==> config.mk <==
export PLATFORM = sky130hd
export DESIGN_NAME = french_move_flat
export DESIGN_NICKNAME = d
export VERILOG_FILES = /design/src/rtl/french_move_if.sv /design/src/rtl/french_move.sv /design/src/flat_wrapper.sv
export SDC_FILE = /design/constraint.sdc
export NUM_CORES = 1
export LEC_CHECK = 0
export ABC_AREA = 1
export CORE_MARGIN = 2
export CORE_UTILIZATION = 30
export CTS_CLUSTER_SIZE = 25
export DETAILED_ROUTE_END_ITERATION = 10
export PLACE_DENSITY_LB_ADDON = 0.08
export SYNTH_ARGS = -nofsm -noshare
export SYNTH_HDL_FRONTEND = slang
export SYNTH_SLANG_ARGS = --single-unit
==> constraint.sdc <==
create_clock -name CLK -period 3.9 [get_ports CLK]
set_clock_uncertainty 0.1 [all_clocks]
set_input_delay 0.585 -clock CLK [delete_from_list [all_inputs] [get_ports CLK]]
set_output_delay 0.585 -clock CLK [all_outputs]
set_load 0.05 [all_outputs]
**Met2 routing**

The bar under the picture is 20 um long.
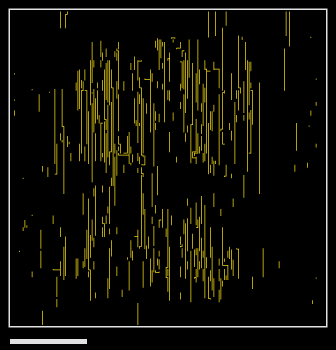
- nets with wire on the layer: 209
- share of all routed wire: 42%
- longest straight run: 28.9 um
- wire length on this layer: 1830 um
- main direction: vertical
vias: 1636
met2 Use GR: 21.9%
final WL: 4400 um

**Sequential cells grouped by signal name**

The bar under the picture is 20 um long. Other sequential cells in the stronger grey, the rest of the logic in the fainter grey.
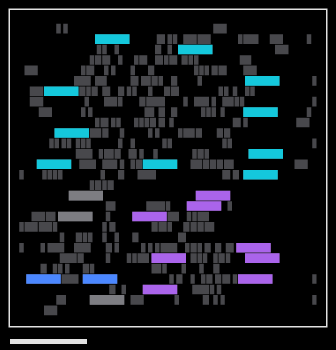
- blue: `u_core.state` (placed flops 2)
- cyan: `u_core.bus.ObjectStartX` (placed flops 10)
- purple: `u_core.stun_cnt` (placed flops 8)
- not coloured: 3
flop share of the area: 27.7%
Flop area: 576 um^2

**Gate-type map**

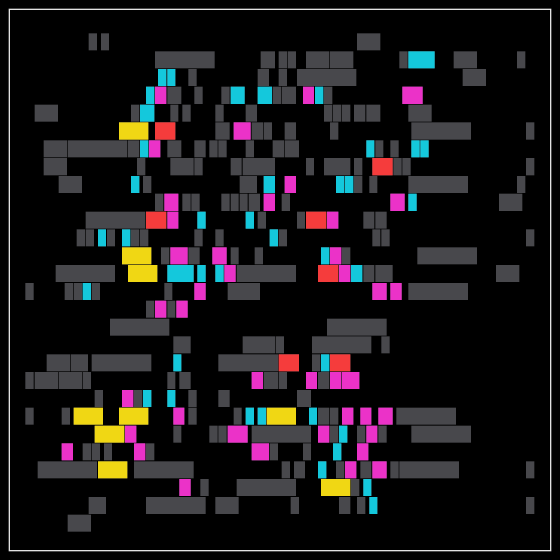
- magenta: aoi and oai cells (cells 41; most used o21ai_0)
- cyan: nor cells (cells 40; most used nor2_1)
- yellow: fa/ha/maj cells (cells 9; most used ha_1)
- red: xor and xnor cells (cells 7; most used xor2_1)
most used logic cell in the final layout: nand2_1
fin cells: 357
Comb area share: 50.8%

**Routing congestion map**

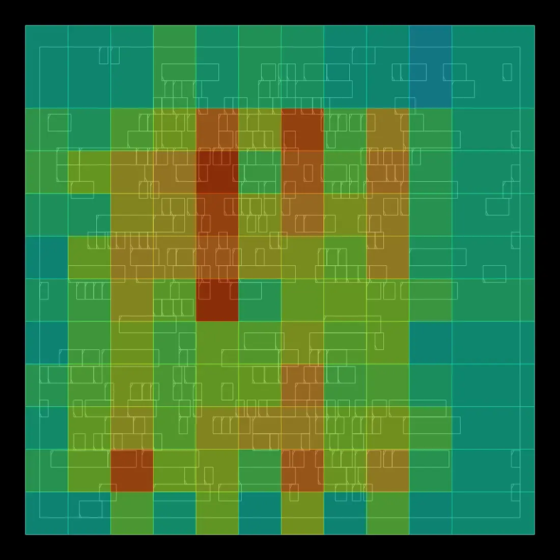
M3 GR Usage: 1.30%
WL per Instance: 12.3 um

==> flow_metrics.py <==
# Auto-generated metrics
metrics = {
    "place": {
        "place_area_mm2": 0.00203,
        "dp_cells": 353,
        "gp_congestion": 0.788,
    },
    "timing": {
        "rsz0062_at_grt": "false",
        "fin_crit_ps": 2570,
        "final.period_utilization_pct": 66.0,
        "setup_viol": 0,
        "finalWorstSetupSlack_ps": 1330,
    },
    "logic_synthesis": {
        "top_area_cell": "dfrtp_1",
        "synth_cell_types": 32,
        "yosysMostFrequentCell": "nand2_1",
        "top_cells_by_area": "dfrtp_1, nand2_1, inv_1, nor2_1, ha_1",
        "ys_area_mm2": 0.00184,
        "synthesis.instances": 268,
        "enable_flop_cells": 0,
        "yosys_cells": 268,
        "top_cells_by_count": "nand2_1, inv_1, nor2_1",
    },
    "die": {
        "dieArea_mm2": 0.00679,
        "die_w_um": 82.4,
        "rows": 28,
        "ios": 29,
    },
    "setup_path": {
        "reg2reg_depth": 8,
        "cp_max_fo": 12,
        "cp_top_family": "simple AND/OR/NAND/NOR gates",
        "max_stage_delay_ps": 600,
        "path_cells": "clkdlybuf4s50_1, nand2_1, nor2_1, nor2_1, o21ai_0, nor2_1, nand2_1, o21ai_0",
        "crit_arrival_ps": 2680,
    },
    "final_layout": {
        "largest_register_ffs": 10,
        "final_layout_top_logic_cells": "nand2_1, inv_1, nor2_1",
    },
    "clock_network": {
        "cts_tree": "built",
        "numClockSinks": 23,
        "cts_made_buffers": 3,
    },
    "worst_hold_path": {
        "hold_path.class": "reg -> reg",
    },
    "global_routing": {
        "antenna_found_initial": 0,
        "overflow": 0,
    },
    "drt": {
        "top_layer_used": "met4",
        "final_antenna_net_count": 0,
        "wl_met1_um": 2380,
        "drt_iter0_drc": 126,
    },
    "power": {
        "p_total_w": 0.00161,
        "p_int_w": 0.000710,
        "power-top-group": "combinational logic",
        "p_comb_w": 0.000980,
    },
    "status": {
        "outcome": "complete, no violations",
    },
    "job": {
        "drv_cap": 0,
    },
}
[metal layers]
layer	track usage [%]	vias up
met5	0	-
met4	4.50	0
met3	1.30	4
met2	21.9	32
met1	22.0	736
li1	-	864
[area by class of cell]
type                            count  area (um^2)
Clock buffer                        3         41.3
Clock inverter                      1         7.51
Fill cell                         646         3850
Inverter                           34          128
Multi-Input combinational cell    203         1050
Sequential cell                    23          576
Tap cell                           75         93.8
Timing Repair Buffer               18          175
[cell families (layout without fill, tap and decap cells)]
kind of cell	after synthesis	after routing	synth area share, %
and+or+nand+nor	133	133	32.4
buffers and inverters	52	56	13.6
AOI/OAI and AO/OA	42	42	12.9
DFF	23	23	31.2
adders and majority gates	9	9	6.11
xor gates and xnor gates	7	7	3.33
other	2	12	0.407
Power and IR drop assume default switching activity.
